$ cat src/rtl/datapath_sequencer.sv
// rtl/datapath_sequencer.sv - FSM that fills CR16 datapath registers with a Fibonacci or arithmetic sequence
// Outputs are registered from the next state, so each state's controls are visible for the whole state cycle.
module datapath_sequencer #(
  parameter int         DATA_WIDTH = 16,
  parameter int         NUM_REGS   = 16,
  parameter int         SEL_WIDTH  = 4,
  parameter int         SEQ_LEN    = 8,
  parameter logic [3:0] OPCODE_ADD = 4'd1
) (
  input  logic                  I_CLK,
  input  logic                  I_RESET,
  input  logic                  I_START,
  input  logic                  I_MODE,
  input  logic [DATA_WIDTH-1:0] I_SEED0,
  input  logic [DATA_WIDTH-1:0] I_SEED1,
  input  logic [DATA_WIDTH-1:0] I_STEP,
  input  logic                  I_STOP_ON_CARRY,
  input  logic                  I_CARRY,
  output logic                  O_DATAPATH_NRESET,
  output logic [NUM_REGS-1:0]   O_REG_WRITE_ENABLE,
  output logic [SEL_WIDTH-1:0]  O_REG_A_SELECT,
  output logic [SEL_WIDTH-1:0]  O_REG_B_SELECT,
  output logic [DATA_WIDTH-1:0] O_IMMEDIATE,
  output logic                  O_IMMEDIATE_SELECT,
  output logic [3:0]            O_OPCODE,
  output logic                  O_BUSY,
  output logic                  O_DONE,
  output logic                  O_OVERFLOW,
  output logic [SEL_WIDTH:0]    O_COUNT
);

  generate
    if (SEQ_LEN < 2 || SEQ_LEN > NUM_REGS) begin : g_bad_seq_len
      $error("datapath_sequencer: SEQ_LEN must be within 2..NUM_REGS");
    end
  endgenerate

  typedef enum logic [2:0] {
    S_IDLE, S_CLEAR, S_SEED0, S_SEED1, S_STEP, S_DONE
  } state_t;

  state_t                state, state_nxt;
  logic [SEL_WIDTH-1:0]  k, k_nxt;
  logic                  mode_q, stop_q;
  logic [DATA_WIDTH-1:0] seed0_q, seed1_q, step_q;

  logic                  nreset_nxt, imm_sel_nxt, busy_nxt, done_nxt, overflow_nxt;
  logic [NUM_REGS-1:0]   we_nxt;
  logic [SEL_WIDTH-1:0]  a_nxt, b_nxt;
  logic [DATA_WIDTH-1:0] imm_nxt;
  logic [3:0]            op_nxt;
  logic [SEL_WIDTH:0]    count_nxt;

  always_comb begin
    state_nxt    = state;
    k_nxt        = k;
    nreset_nxt   = 1'b1;
    we_nxt       = '0;
    a_nxt        = '0;
    b_nxt        = '0;
    imm_nxt      = '0;
    imm_sel_nxt  = 1'b0;
    op_nxt       = 4'd0;
    busy_nxt     = 1'b0;
    done_nxt     = 1'b0;
    overflow_nxt = O_OVERFLOW;
    count_nxt    = O_COUNT + {{SEL_WIDTH{1'b0}}, |O_REG_WRITE_ENABLE};

    case (state)
      S_IDLE:  if (I_START) state_nxt = S_CLEAR;
      S_CLEAR: state_nxt = S_SEED0;
      S_SEED0: begin
        if (mode_q) begin
          state_nxt = S_STEP;
          k_nxt     = SEL_WIDTH'(1);
        end else begin
          state_nxt = S_SEED1;
        end
      end
      S_SEED1: begin
        state_nxt = S_STEP;
        k_nxt     = SEL_WIDTH'(2);
      end
      S_STEP: begin
        // The carrying write still lands this cycle; only the following steps are skipped.
        if (I_CARRY) overflow_nxt = 1'b1;
        if ((I_CARRY && stop_q) || k == SEL_WIDTH'(SEQ_LEN - 1)) begin
          state_nxt = S_DONE;
        end else begin
          k_nxt = k + SEL_WIDTH'(1);
        end
      end
      S_DONE:  state_nxt = S_IDLE;
      default: state_nxt = S_IDLE;
    endcase

    case (state_nxt)
      S_CLEAR: begin
        nreset_nxt   = 1'b0;
        busy_nxt     = 1'b1;
        overflow_nxt = 1'b0;
        count_nxt    = '0;
      end
      S_SEED0: begin
        we_nxt      = NUM_REGS'(1);
        imm_nxt     = seed0_q;
        imm_sel_nxt = 1'b1;
        op_nxt      = OPCODE_ADD;
        busy_nxt    = 1'b1;
      end
      S_SEED1: begin
        we_nxt      = NUM_REGS'(2);
        a_nxt       = SEL_WIDTH'(1);
        imm_nxt     = seed1_q;
        imm_sel_nxt = 1'b1;
        op_nxt      = OPCODE_ADD;
        busy_nxt    = 1'b1;
      end
      S_STEP: begin
        we_nxt   = NUM_REGS'(1) << k_nxt;
        op_nxt   = OPCODE_ADD;
        busy_nxt = 1'b1;
        if (mode_q) begin
          a_nxt       = k_nxt - SEL_WIDTH'(1);
          imm_nxt     = step_q;
          imm_sel_nxt = 1'b1;
        end else begin
          a_nxt = k_nxt - SEL_WIDTH'(2);
          b_nxt = k_nxt - SEL_WIDTH'(1);
        end
      end
      S_DONE:  done_nxt = 1'b1;
      default: ;
    endcase
  end

  always_ff @(posedge I_CLK or posedge I_RESET) begin
    if (I_RESET) begin
      state              <= S_IDLE;
      k                  <= '0;
      mode_q             <= 1'b0;
      stop_q             <= 1'b0;
      seed0_q            <= '0;
      seed1_q            <= '0;
      step_q             <= '0;
      O_DATAPATH_NRESET  <= 1'b1;
      O_REG_WRITE_ENABLE <= '0;
      O_REG_A_SELECT     <= '0;
      O_REG_B_SELECT     <= '0;
      O_IMMEDIATE        <= '0;
      O_IMMEDIATE_SELECT <= 1'b0;
      O_OPCODE           <= 4'd0;
      O_BUSY             <= 1'b0;
      O_DONE             <= 1'b0;
      O_OVERFLOW         <= 1'b0;
      O_COUNT            <= '0;
    end else begin
      state              <= state_nxt;
      k                  <= k_nxt;
      O_DATAPATH_NRESET  <= nreset_nxt;
      O_REG_WRITE_ENABLE <= we_nxt;
      O_REG_A_SELECT     <= a_nxt;
      O_REG_B_SELECT     <= b_nxt;
      O_IMMEDIATE        <= imm_nxt;
      O_IMMEDIATE_SELECT <= imm_sel_nxt;
      O_OPCODE           <= op_nxt;
      O_BUSY             <= busy_nxt;
      O_DONE             <= done_nxt;
      O_OVERFLOW         <= overflow_nxt;
      O_COUNT            <= count_nxt;
      if (state == S_IDLE && I_START) begin
        mode_q  <= I_MODE;
        stop_q  <= I_STOP_ON_CARRY;
        seed0_q <= I_SEED0;
        seed1_q <= I_SEED1;
        step_q  <= I_STEP;
      end
    end
  end

endmodule

$ cat config.mk
export PLATFORM = sky130hd
export DESIGN_NAME = datapath_sequencer
export DESIGN_NICKNAME = d
export VERILOG_FILES = /design/src/rtl/datapath_sequencer.sv
export SDC_FILE = /design/constraint.sdc
export NUM_CORES = 1
export LEC_CHECK = 0
export CORE_MARGIN = 10
export CORE_UTILIZATION = 35
export CTS_BUF_LIST = sky130_fd_sc_hd__clkbuf_16
export DETAILED_ROUTE_END_ITERATION = 8
export PLACE_DENSITY = 0.62
export SLEW_MARGIN = 40
export SYNTH_ARGS = -nofsm -noshare
export SYNTH_HDL_FRONTEND = slang
export SYNTH_SLANG_ARGS = --single-unit
$ cat constraint.sdc
create_clock -name I_CLK -period 8.81 [get_ports I_CLK]
set_input_delay 1.762 -clock I_CLK [delete_from_list [all_inputs] [get_ports I_CLK]]
set_output_delay 1.762 -clock I_CLK [all_outputs]
set_load 0.03 [all_outputs]
### Supply network

Pins as bars on the die edge.
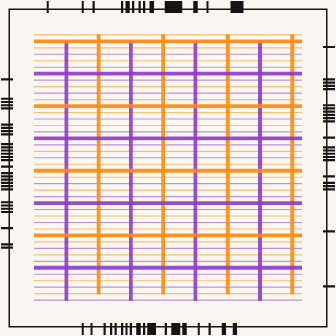
net	colour
VSS	purple
VDD	orange
met1 rails	42
met4 straps	8
horizontal die size: 132.9 um
y dimension of the die: 132.9 um
peak supply drop: 0.0001272 V

### Placement by cell class

Bar = 50 um.
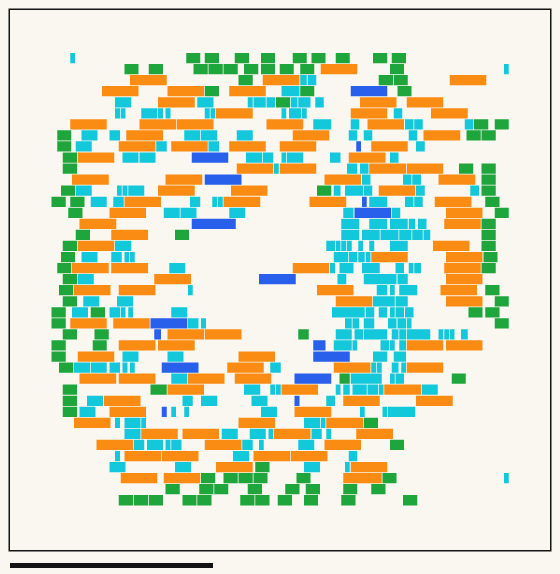
class	colour	cells	share of their area
clock drivers and dummy loads	blue	16	4.9%
registers	orange	108	47%
remaining buffers and delay cells	green	107	19%
remaining logic cells	cyan	222	30%
Core Rows: 41
fin area: 5969 um^2
area of the placeable core: 12570 um^2
fraction of standard cell area that is sequential: 0.4529
final core occ: 0.4750

==> run notes <==
Implementation results

The number of antenna diodes is 0. The share of synthesized area occupied by flip-flops and latches is 0.6065. The wire length reported by the detailed router is 10240 um. Across all checked pins, the minimum headroom to the slew limit is 0.5459. The number of gates given a new drive strength after cts is 0. After layout, the minimum clock period comes to 3.654 ns. The synthesis-to-layout area growth is 33.90%. The most frequent logic cell in the layout is sky130_fd_sc_hd__dfrtp_1. The HPWL after detailed placement is 7376 um. Per the log, the first TritonRoute iteration ended with a DRC count of 223. The critical path data arrival time is 3.89 ns. The setup TNS is 0 ns.

The clock tree root buffer cell is sky130_fd_sc_hd__clkbuf_16. During I/O placement, the number of pins put on the boundary was 108. The maximum single-stage delay on the critical path is 0.48 ns. The number of post-CTS setup repair buffers is 0. Switching power as a fraction of the total was reported as 0.3620. For reference, the final report shows the max-slew violation count at 0. The detail route stage leaves a number of antenna-violating nets equal to 0. The internal power summed over all cells is 1.304 mW. Counting instances in the post-synthesis netlist gives the leading cell types as sky130_fd_sc_hd__dfrtp_1 (107), sky130_fd_sc_hd__mux2_2 (49), sky130_fd_sc_hd__nand2_1 (41). The share of synthesized cell area in full adder, half adder and majority cells is 0.03087.

The largest area contributor in the netlist is sky130_fd_sc_hd__dfrtp_1. The die covers 17650 um^2. The count of distinct cell types in the synthesized netlist is 43. The tree built by TritonCTS fans out to 108 sinks. The cell-mix breakdown from Yosys lists the XOR/XNOR area share as 0.007859. The number of logged tool warnings is 31.

Total power normalized to cell area comes to 342.5 nW/um^2. The final timing report lists a hold violation count of 0. By startpoint and endpoint, the worst setup path is classified as primary input to flop. Counting instances, the worst hold path has a depth of 2. Ranked by total cell area, the synthesized netlist is headed by sky130_fd_sc_hd__dfrtp_1 (60%), sky130_fd_sc_hd__mux2_2 (12%), sky130_fd_sc_hd__nand2_1 (3.5%). The number of cells produced by synthesis is 344. At the end of routability-driven placement, the weighted congestion stood at 0.8524. The cell leakage power is 2.634 nW. The hold-critical path endpoint is O_IMMEDIATE[2]$_DFF_PP0_. Looking at the reg2reg group, the worst path ends at O_REG_A_SELECT[3]$_DFF_PP0_.

TritonCTS built the clock tree. Per the timing report, the achievable frequency comes out to 0.2736 GHz. After the flow finishes, the layout carries non-filler instances totaling 625. The layout summary lists the proportion of cells stronger than drive strength 1 as 0.1744. The first-pass GRT wire length is 16960 um. In this run the register-to-register setup slack is 6.30 ns. The most used standard cell by instance count after synthesis is sky130_fd_sc_hd__dfrtp_1. The final number of setup-violating endpoints is 0. STA lists the maximum fanout along the critical path as 6.

The count of filler cells inserted in the layout is 1138. The most common logic cells in the final layout are sky130_fd_sc_hd__dfrtp_1 (107), sky130_fd_sc_hd__clkdlybuf4s50_1 (104), sky130_fd_sc_hd__mux2_2 (49). Data on the critical path is required at its endpoint by 9.05 ns. The count of TritonRoute iterations in the first routing pass is 4. Setup repair after global routing left no endpoint under its margin. The post-synth tally of flip-flops with integrated enable is 0. The post-synth design cell area is 4458 um^2. Summing all multiplexer cells gives an area fraction of 0.1429. STA shows the worst reg2reg path with a cell count of 7. The post-CTS hold buffer count recorded in the log is 0. Grouping non-sequential cells by family puts the most area in multiplexers. The worst hold path begins at step_q[2]$_DFFE_PP0P_. The share of the core area taken by cells at floorplan is 0.3547. The flow ran to the end, and the final reports show no timing, DRC or antenna violations. The per-instance average area after synthesis is 12.96 um^2. The clock H-tree reported by CTS has 3 levels. The library cell contributing the largest single delay on the critical path is sky130_fd_sc_hd__clkdlybuf4s50_1. The share of flip-flops with an asynchronous set or reset is 1.000.

The part of the cycle the worst path needs is 0.4148. The share of total power in the clock network is 0.192. The clock arrives with 0.005290 ns of skew. Across every metal layer, demand over resource in global routing totals 0.1192. The initial antenna violation count was 0. For this run, the number of Yosys warnings is 0. The endpoint type of the worst setup path is a flop. The number of placed instances, taps included is 609. The timing report gives the clock slew at the launch and capture registers of the worst setup and hold paths as 0.07 ns. The min-delay analysis places its worst path in the category flop to flop. In this run the power spent charging and discharging nets is 740.2 uW.

STA classifies the critical path startpoint as a primary input. For this block, the via count after detailed routing is 2911. For this run, design rule violations remaining after detail routing come to 0. Yosys stat counts 344 cells in the synthesized netlist. The via count of the first global-routing pass is 3190. The number of buffers inserted during clock tree synthesis is 9.

After the last flow step, the layout net total stands at 513. The per-cell via count in the routed design is 4.658. The share of total power dissipated in sequential elements is 0.396. The proportion of power drawn by combinational gates is 0.413.
### Clock network drawn from the DEF

Bar = 50 um.
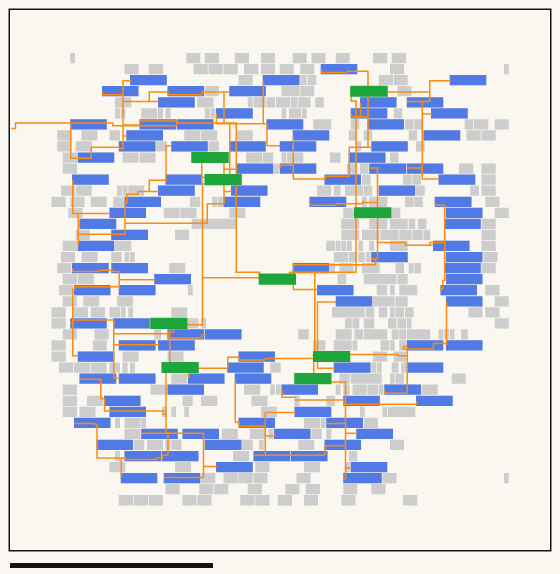
[clock wires] orange | length: 1350 um
[clock-net drivers] green | count: 9
[flip-flops] blue | count: 108
flops lie	widely spread
routed clock nets	10
Power Clock: 392 uW
clk latency late pin: 0.34 ns

-- state kept, by name, indices dropped and copies added, names as in the netlist --
name	cells
O_DATAPATH_NRESET	1
state	3
O_REG_A_SELECT	4
O_OPCODE	1
O_COUNT	5
O_DONE	1
O_BUSY	1
O_OVERFLOW	1
O_REG_WRITE_ENABLE	16
step_q	16
O_IMMEDIATE	16
O_IMMEDIATE_SELECT	1
O_REG_B_SELECT	4
mode_q	1
seed0_q	16
stop_q	1
k	4
seed1_q	16
-- cells by family (layout without fill, tap and decap cells) --
logic type,count (synthesis),in the layout
flip-flops,108,108
AND/OR/NAND/NOR,103,103
multiplexers,55,55
AND-OR/OR-AND,36,36
buffers and inverters,26,133
adder cells (fa/ha/maj),11,11
XOR/XNOR,4,4
other,1,3
-- layout make-up --
| class | count | area (um^2) | area share |
|---|---|---|---|
| clock buffer | 9 | 225.2 | 0.03773 |
| clock inverter | 7 | 58.81 | 0.009851 |
| inverter | 10 | 40.04 | 0.006707 |
| multi-input combinational | 212 | 1659 | 0.2779 |
| sequential | 108 | 2704 | 0.4529 |
| tap | 172 | 215.2 | 0.03605 |
| timing repair buffer | 107 | 1067 | 0.1788 |
-- worst max-delay path: cells and delay by family --
kind | cells | cell delay (ns)
adder cells (fa/ha/maj) | 1 | 0.34
buffers and inverters | 2 | 0.67
AND-OR/OR-AND | 2 | 0.56
AND/OR/NAND/NOR | 3 | 0.55
-- stage by stage --
| stage | instance area, um^2 | total power, mW | worst slack (ns) | utilization | hold WS, ns |
|---|---|---|---|---|---|
| 2_1_floorplan | 4466 | 1.383 | 4.204 | - | 0.4348 |
| 3_3_place_gp | 5669 | 1.649 | 4.901 | 0.4511 | 0.4455 |
| 3_5_place_dp | 5682 | 1.676 | 4.828 | 0.4521 | 0.4488 |
| 4_1_cts | 5966 | 2.073 | 5.181 | 0.4747 | 0.4672 |
| 5_1_grt | 5969 | 2.183 | 5.009 | 0.4750 | 0.4782 |
| 6_report | 5969 | 2.045 | 5.156 | 0.4750 | 0.4647 |
-- power by group through the flow --
stage	registers [mW]	logic (mW)	clock network (mW)
floorplan	0.895	0.488	0
global placement	0.813	0.836	0
detailed placement	0.819	0.857	0
CTS	0.811	0.859	0.403
global route	0.835	0.925	0.423
finish	0.809	0.844	0.392
-- routing by layer --
metal,part of all wire,track usage
met1,0.43,0.1423
met2,0.50,0.2014
met3,0.052,0.03104
met4,0.013,0.04401
met5,0,0
-- how the worst max path moves through the flow --
stage,from,to,slack (ns)
2_1_floorplan,I_RESET,O_BUSY$_DFF_PP0_,4.20
3_3_place_gp,I_CARRY,O_REG_A_SELECT[1]$_DFF_PP0_,4.90
3_5_place_dp,I_CARRY,O_REG_A_SELECT[1]$_DFF_PP0_,4.83
4_1_cts,I_CARRY,O_REG_A_SELECT[1]$_DFF_PP0_,5.18
5_1_grt,I_CARRY,O_REG_A_SELECT[1]$_DFF_PP0_,5.01
6_report,I_CARRY,O_REG_A_SELECT[1]$_DFF_PP0_,5.16
Power figures rest on the tool's default switching activity, not on a simulated workload.
